**src/rtl/tnet_pkg.sv**
```systemverilog
// Shared types for the tnet ring link: FSM state encoding, header field layout
// and the forwarding hop-count helper.
package tnet_pkg;

  typedef enum logic [3:0] {
    ST_NOT_READY = 4'd0,
    ST_IDLE      = 4'd1,
    ST_RX_H      = 4'd2,
    ST_RX_D      = 4'd3,
    ST_DECIDE    = 4'd4,
    ST_DELIVER   = 4'd5,
    ST_FWD_H     = 4'd6,
    ST_FWD_D     = 4'd7,
    ST_TX_H      = 4'd8,
    ST_TX_D      = 4'd9,
    ST_WAIT_NREQ = 4'd10,
    ST_RX_DRAIN  = 4'd11
  } state_e;

  // Header layout (fixed for 10-bit node fields); bits above HDR_W pass through.
  localparam int HDR_W    = 56;
  localparam int FIELD_W  = 10;
  localparam int DST_LSB  = 40;
  localparam int SRC_LSB  = 30;
  localparam int STEP_LSB = 20;

  function automatic logic [HDR_W-1:0] step_inc(input logic [HDR_W-1:0] hdr);
    logic [HDR_W-1:0] r;
    r = hdr;
    r[STEP_LSB +: FIELD_W] = hdr[STEP_LSB +: FIELD_W] + 1'b1;
    return r;
  endfunction

endpackage

```
**src/rtl/tnet_hdr_decode.sv**
```systemverilog
// Combinational routing decision for a captured header: exactly one of
// deliver / forward / stale is high; stale takes precedence.
module tnet_hdr_decode
  import tnet_pkg::*;
#(
  parameter int AW      = 10,
  parameter int HOP_MAX = 1023
) (
  input  logic [HDR_W-1:0] hdr,
  input  logic [AW-1:0]    id,
  input  logic [AW-1:0]    nn,
  output logic             deliver,
  output logic             forward,
  output logic             stale
);

  logic [AW-1:0] dst;
  logic [AW-1:0] src;
  logic [AW-1:0] step;
  logic          to_me;
  logic          unused_bits;

  assign dst  = hdr[DST_LSB +: AW];
  assign src  = hdr[SRC_LSB +: AW];
  assign step = hdr[STEP_LSB +: AW];
  assign unused_bits = ^{hdr[HDR_W-1:DST_LSB+AW], hdr[STEP_LSB-1:0]};

  // Our own packets coming back round the ring are consumed, not re-forwarded.
  assign to_me   = (dst == id && id != '0) || (src == id) || (&dst);
  assign stale   = (nn != '0) && (step == AW'(HOP_MAX));
  assign deliver = !stale && to_me;
  assign forward = !stale && !to_me;

endmodule

```
**src/rtl/tnet_link_ctrl.sv**
```systemverilog
// tnet ring-link controller: receives Aurora packets, delivers, forwards (hop+1)
// or drops them, and muxes local TX requests onto the same TX lane.
module tnet_link_ctrl
  import tnet_pkg::*;
#(
  parameter int DW          = 64,
  parameter int DATA_WORDS  = 1,
  parameter int AW          = 10,
  parameter int HOP_MAX     = 1023,
  parameter int TIMEOUT_CYC = 512
) (
  input  logic                     user_clk_i,
  input  logic                     user_rst_i,
  input  logic [AW-1:0]            id_i,
  input  logic [AW-1:0]            nn_i,
  input  logic                     channel_ok_i,
  input  logic                     tx_req_i,
  input  logic [DW-1:0]            tx_header_i,
  input  logic [DW*DATA_WORDS-1:0] tx_data_i,
  output logic                     tx_ack_o,
  output logic                     cmd_valid_o,
  input  logic                     cmd_ready_i,
  output logic [DW-1:0]            cmd_header_o,
  output logic [DW*DATA_WORDS-1:0] cmd_data_o,
  input  logic [DW-1:0]            s_axi_rx_tdata,
  input  logic                     s_axi_rx_tvalid,
  input  logic                     s_axi_rx_tlast,
  output logic [DW-1:0]            m_axi_tx_tdata,
  output logic                     m_axi_tx_tvalid,
  output logic                     m_axi_tx_tlast,
  input  logic                     m_axi_tx_tready,
  output logic                     ready_o,
  output logic [7:0]               rx_cnt_o,
  output logic [7:0]               drop_cnt_o,
  output logic [3:0]               state_o
);

  localparam int CW = (DATA_WORDS > 1) ? $clog2(DATA_WORDS) : 1;
  localparam int TW = $clog2(TIMEOUT_CYC + 1);
  localparam logic [CW-1:0] LAST_W   = CW'(DATA_WORDS - 1);
  localparam logic [TW-1:0] TMO_LAST = TW'(TIMEOUT_CYC - 1);

  state_e                  state_q, state_d;
  logic [CW-1:0]           wcnt_q;
  logic [TW-1:0]           tmo_q;
  logic [DW-1:0]           hdr_q;
  logic [DW*DATA_WORDS-1:0] pay_q;
  logic                    rx_skip_q;
  logic [7:0]              rx_cnt_q, drop_cnt_q;
  logic                    dec_deliver, dec_forward, dec_stale;
  logic                    rx_live, rx_stray, in_rest, word_last, enter_nr;
  logic                    pkt_drop, pkt_rx_end;
  logic [1:0]              drop_inc;
  logic [8:0]              drop_sum;
  logic [DW-1:0]           fwd_hdr;

  tnet_hdr_decode #(.AW(AW), .HOP_MAX(HOP_MAX)) u_decode (
    .hdr     (hdr_q[HDR_W-1:0]),
    .id      (id_i),
    .nn      (nn_i),
    .deliver (dec_deliver),
    .forward (dec_forward),
    .stale   (dec_stale)
  );

  // IDLE ignores the tail of a packet whose header arrived while we were busy.
  assign rx_live   = (state_q == ST_IDLE && !rx_skip_q) || state_q == ST_RX_H ||
                     state_q == ST_RX_D || state_q == ST_RX_DRAIN;
  assign rx_stray  = s_axi_rx_tvalid && !rx_live;
  assign in_rest   = (state_q == ST_IDLE) || (state_q == ST_NOT_READY);
  assign word_last = (wcnt_q == LAST_W);
  assign enter_nr  = (state_d == ST_NOT_READY) && (state_q != ST_NOT_READY);

  always_comb begin
    fwd_hdr = hdr_q;
    fwd_hdr[HDR_W-1:0] = step_inc(hdr_q[HDR_W-1:0]);
  end

  always_comb begin
    state_d    = state_q;
    pkt_drop   = 1'b0;
    pkt_rx_end = 1'b0;
    case (state_q)
      ST_NOT_READY: if (channel_ok_i) state_d = ST_IDLE;
      ST_IDLE: begin
        if (s_axi_rx_tvalid && !rx_skip_q) begin
          if (s_axi_rx_tlast) pkt_drop = 1'b1;
          else                state_d  = ST_RX_H;
        end else if (tx_req_i) begin
          state_d = ST_TX_H;
        end
      end
      // Header was latched on entry to RX_H; both states capture payload beats.
      ST_RX_H, ST_RX_D: begin
        if (s_axi_rx_tvalid) begin
          if (s_axi_rx_tlast) begin
            pkt_rx_end = 1'b1;
            if (word_last) state_d = ST_DECIDE;
            else begin
              pkt_drop = 1'b1;
              state_d  = ST_IDLE;
            end
          end else if (word_last) begin
            state_d = ST_RX_DRAIN;
          end else begin
            state_d = ST_RX_D;
          end
        end
      end
      ST_RX_DRAIN: begin
        if (s_axi_rx_tvalid && s_axi_rx_tlast) begin
          pkt_rx_end = 1'b1;
          pkt_drop   = 1'b1;
          state_d    = ST_IDLE;
        end
      end
      ST_DECIDE: begin
        if (dec_stale) begin
          pkt_drop = 1'b1;
          state_d  = ST_IDLE;
        end else if (dec_deliver) state_d = ST_DELIVER;
        else if (dec_forward)     state_d = ST_FWD_H;
      end
      ST_DELIVER:   if (cmd_ready_i) state_d = ST_IDLE;
      ST_FWD_H:     if (m_axi_tx_tready) state_d = ST_FWD_D;
      ST_FWD_D:     if (m_axi_tx_tready && word_last) state_d = ST_IDLE;
      ST_TX_H:      if (m_axi_tx_tready) state_d = ST_TX_D;
      ST_TX_D:      if (m_axi_tx_tready && word_last) state_d = ST_WAIT_NREQ;
      ST_WAIT_NREQ: if (!tx_req_i) state_d = ST_IDLE;
      default:      state_d = ST_NOT_READY;
    endcase
    if (!in_rest && tmo_q == TMO_LAST) state_d = ST_NOT_READY;
    if (!channel_ok_i)                 state_d = ST_NOT_READY;
  end

  always_comb begin
    m_axi_tx_tdata  = '0;
    m_axi_tx_tvalid = 1'b0;
    m_axi_tx_tlast  = 1'b0;
    case (state_q)
      ST_FWD_H: begin
        m_axi_tx_tvalid = 1'b1;
        m_axi_tx_tdata  = fwd_hdr;
      end
      ST_FWD_D: begin
        m_axi_tx_tvalid = 1'b1;
        m_axi_tx_tdata  = pay_q[int'(wcnt_q)*DW +: DW];
        m_axi_tx_tlast  = word_last;
      end
      ST_TX_H: begin
        m_axi_tx_tvalid = 1'b1;
        m_axi_tx_tdata  = tx_header_i;
      end
      ST_TX_D: begin
        m_axi_tx_tvalid = 1'b1;
        m_axi_tx_tdata  = tx_data_i[int'(wcnt_q)*DW +: DW];
        m_axi_tx_tlast  = word_last;
      end
      default: ;
    endcase
  end

  assign drop_inc = {1'b0, enter_nr} + {1'b0, pkt_drop} + {1'b0, rx_stray && s_axi_rx_tlast};
  assign drop_sum = {1'b0, drop_cnt_q} + {7'b0, drop_inc};

  always_ff @(posedge user_clk_i) begin
    if (user_rst_i) begin
      state_q    <= ST_NOT_READY;
      wcnt_q     <= '0;
      tmo_q      <= '0;
      hdr_q      <= '0;
      pay_q      <= '0;
      rx_skip_q  <= 1'b0;
      rx_cnt_q   <= '0;
      drop_cnt_q <= '0;
    end else begin
      state_q <= state_d;
      tmo_q   <= in_rest ? '0 : tmo_q + 1'b1;
      if (state_q == ST_RX_H || state_q == ST_RX_D) begin
        if (s_axi_rx_tvalid) begin
          pay_q[int'(wcnt_q)*DW +: DW] <= s_axi_rx_tdata;
          wcnt_q <= wcnt_q + 1'b1;
        end
      end else if (state_q == ST_FWD_D || state_q == ST_TX_D) begin
        if (m_axi_tx_tready) wcnt_q <= wcnt_q + 1'b1;
      end else begin
        wcnt_q <= '0;
      end
      if (state_q == ST_IDLE && s_axi_rx_tvalid && !rx_skip_q) hdr_q <= s_axi_rx_tdata;
      if (rx_stray) rx_skip_q <= !s_axi_rx_tlast;
      if (pkt_rx_end) rx_cnt_q <= rx_cnt_q + 1'b1;
      drop_cnt_q <= drop_sum[8] ? 8'hFF : drop_sum[7:0];
    end
  end

  assign cmd_valid_o  = (state_q == ST_DELIVER);
  assign cmd_header_o = hdr_q;
  assign cmd_data_o   = pay_q;
  assign tx_ack_o     = (state_q == ST_TX_H) || (state_q == ST_TX_D) || (state_q == ST_WAIT_NREQ);
  assign ready_o      = (state_q != ST_NOT_READY);
  assign rx_cnt_o     = rx_cnt_q;
  assign drop_cnt_o   = drop_cnt_q;
  assign state_o      = state_q;

endmodule

```
**config.mk**
```make
export PLATFORM = sky130hd
export DESIGN_NAME = tnet_link_ctrl
export DESIGN_NICKNAME = d
export VERILOG_FILES = /design/src/rtl/tnet_pkg.sv /design/src/rtl/tnet_hdr_decode.sv /design/src/rtl/tnet_link_ctrl.sv
export SDC_FILE = /design/constraint.sdc
export NUM_CORES = 1
export LEC_CHECK = 0
export ABC_AREA = 1
export CORE_AREA = 2 2 171 173
export DETAILED_ROUTE_END_ITERATION = 6
export DIE_AREA = 0 0 173 175
export GPL_TIMING_DRIVEN = 1
export PLACE_DENSITY = 0.75
export RECOVER_POWER = 25
export SLEW_MARGIN = 20
export SYNTH_ARGS = -nofsm -noshare
export SYNTH_HDL_FRONTEND = slang
export SYNTH_SLANG_ARGS = --single-unit
```
**constraint.sdc**
```tcl
create_clock -name user_clk_i -period 5 [get_ports user_clk_i]
set_input_delay 0.75 -clock user_clk_i [delete_from_list [all_inputs] [get_ports user_clk_i]]
set_output_delay 0.75 -clock user_clk_i [all_outputs]
set_load 0.01 [all_outputs]
```
### Gate-type map

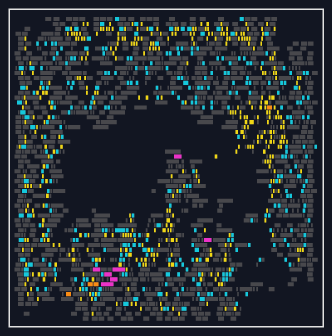
color	family	cells	most used
cyan	inverting AOI/OAI gates	307	o21ai_0
orange	XOR/XNOR gates	4	xnor2_1
yellow	NAND gates	376	nand2_1
magenta	adder and majority cells	7	ha_1
combinational share of cell area: 34.01%
final non-filler cell total: 2162
most frequent logic cell in the layout: clkdlybuf4s50_1

### Clock wires, drivers and flops

Scale bar: 50 µm.
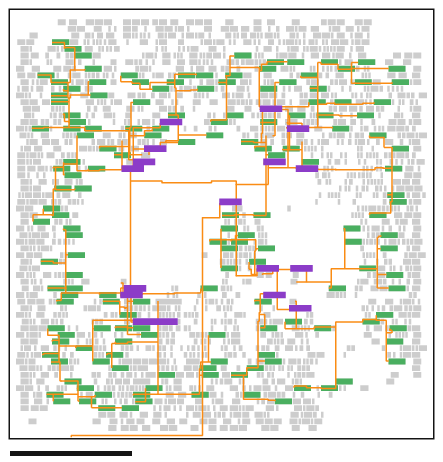
[green] flip-flops | count: 160
[orange] clock wires | length: 2290 µm
[purple] cells driving clock nets | count: 17
routed clock nets	18
clk_lat worst skew: 0.43 ns
skew final: 0.01507 ns
Clock Power: 1.30 mW
clock share of power: 41.9%

==> flow_metrics.py <==
# Flow results
metrics = {
    "run_status": {
        "status": "finished with violations",
        "violations": "design-rule violations, max-capacitance violations, max-slew violations",
    },
    "logic_synthesis": {
        "adder_share_pct": 1.186,
        "syn_inst": 1373,
        "topCombFamilyByArea": "simple AND/OR/NAND/NOR gates",
        "async_reset_ff_share_pct": 0,
        "synth_cell_types": 40,
        "aoi_share_pct": 19.92,
        "ys_cells": 1373,
        "ys_sh_mux_pct": 0,
        "synthMostInstantiatedCell": "nand2_1",
        "ys_area_um2": 8653,
        "common_cells": "nand2_1 (320), nor2_1 (289), dfxtp_1 (160)",
        "syn_area_um2": 8653,
        "syn_nets": 1600,
        "syn_avg_cell_area_um2": 6.302,
        "synth-xor-area-share_pct": 0.4049,
        "top_cell_area_share_pct": 37.02,
    },
    "setup_path": {
        "critPathLaunchType": "input port",
        "required_ns": 5.28,
        "timing.critical_path.buf_inv": 3,
        "slowest_delay_ns": 1.24,
        "crit_start": "s_axi_rx_tvalid",
        "r2r-end": "drop_cnt_o[3]$_SDFF_PP0_",
        "r2r-start": "tmo_q[0]$_SDFF_PP0_",
        "endpoint_kind": "register",
        "r2r_slack_ns": 1.39,
        "cp_cell_sequence": "clkdlybuf4s50_1, clkbuf_1, nand2_1, buf_4, o21ai_0, a21oi_1",
        "critPathSlowestCell": "nand2_1",
        "path_depth": 6,
    },
    "power_and_ir_drop": {
        "maxPowerGroup": "sequential cells",
        "sw_frac_of_total_pct": 27.01,
        "switchingPower_mw": 0.8392,
        "p_comb_share_pct": 15.1,
        "power.total_mw": 3.107,
        "internal_power_mw": 2.268,
        "p_seq_mw": 1.33,
        "leakage_nw": 5.355,
    },
    "route": {
        "drt_first_pass_iters": 7,
        "drc": 4,
        "via_per_inst": 4.961,
        "wl_met3_mm": 2.666,
        "vias": 10730,
    },
    "final_timing": {
        "period_needed_ns": 4.281,
        "worst_slew_pin_slew_ns": 1.510,
        "min_period_over_period_pct": 85.61,
        "fmax_mhz": 233.6,
        "drv_slew": 52,
        "timing.slew.headroom_pct": -0.8982,
        "hold_viol": 0,
        "fin_ws_ns": 0.7194,
        "rsz0062_at_grt": "no",
        "hold-worst-slack_ns": 0.4388,
        "setup_tns_ns": 0,
    },
    "layout": {
        "final_cell_area_um2": 13850,
        "seqCellArea_um2": 3203,
        "final-clk-cell-share_pct": 4.120,
        "fillCellCount": 2879,
        "nNetsFinal": 1993,
        "logic_area_um2": 4710,
        "nonClkBufAreaFrac_pct": 32.41,
        "dominant_cells": "combinational gates",
        "drive_above_1_share_pct": 3.993,
        "antenna_cells": 0,
        "final_util_pct": 48.77,
        "signal_buffers": 453,
        "area_growth_pct": 60.02,
        "seq_share_pct": 23.13,
        "n_clock_buffer": 17,
        "inv_count": 105,
        "num-multi-input-gates": 1029,
    },
    "place": {
        "placed_cells": 2131,
        "port_buffers": 436,
        "place.gp.congestion": 0.9275,
        "hpwl_mm": 29.04,
        "pre_cts_slack_ns": 1.315,
    },
    "hold_path": {
        "hold_path_class": "reg2reg",
    },
    "floorplanning": {
        "fp_util_pct": 30.48,
        "boundaryPins": 437,
        "die_x_um": 173,
        "n_tap_cell": 384,
        "std_cell_rows": 62,
    },
    "grt": {
        "grt_pass1_vias": 10710,
        "grt-ovfl-total": 0,
        "use_met3_pct": 5.352,
        "antenna_found_initial": 0,
        "top_usage_layer": "met2",
        "grt_use_met1_pct": 28.49,
    },
    "run": {
        "warnings": 26,
        "drv_cap": 1,
    },
    "clocking": {
        "cts_buffers": 17,
        "tritoncts": "yes",
        "cts_hold_buf": 0,
        "cts_setup_buffers": 0,
        "h-tree-depth": 4,
        "cts-resized-gates": 0,
        "root_buffer": "clkbuf_16",
    },
}
-- worst min-delay path by stage --
stage                                    from             endpoint  slack (ns)  depth (start not counted)
after global routing      tmo_q[0]$_SDFF_PP0_  tmo_q[0]$_SDFF_PP0_        0.47                          1
after global placement    tmo_q[0]$_SDFF_PP0_  tmo_q[0]$_SDFF_PP0_        0.42                          1
final                     tmo_q[0]$_SDFF_PP0_  tmo_q[0]$_SDFF_PP0_        0.44                          1
after detailed placement  tmo_q[0]$_SDFF_PP0_  tmo_q[0]$_SDFF_PP0_        0.43                          1
after floorplan           tmo_q[0]$_SDFF_PP0_  tmo_q[0]$_SDFF_PP0_        0.41                          1
after CTS                 tmo_q[0]$_SDFF_PP0_  tmo_q[0]$_SDFF_PP0_        0.44                          1
Power figures rest on the tool's default switching activity, not on a simulated workload.
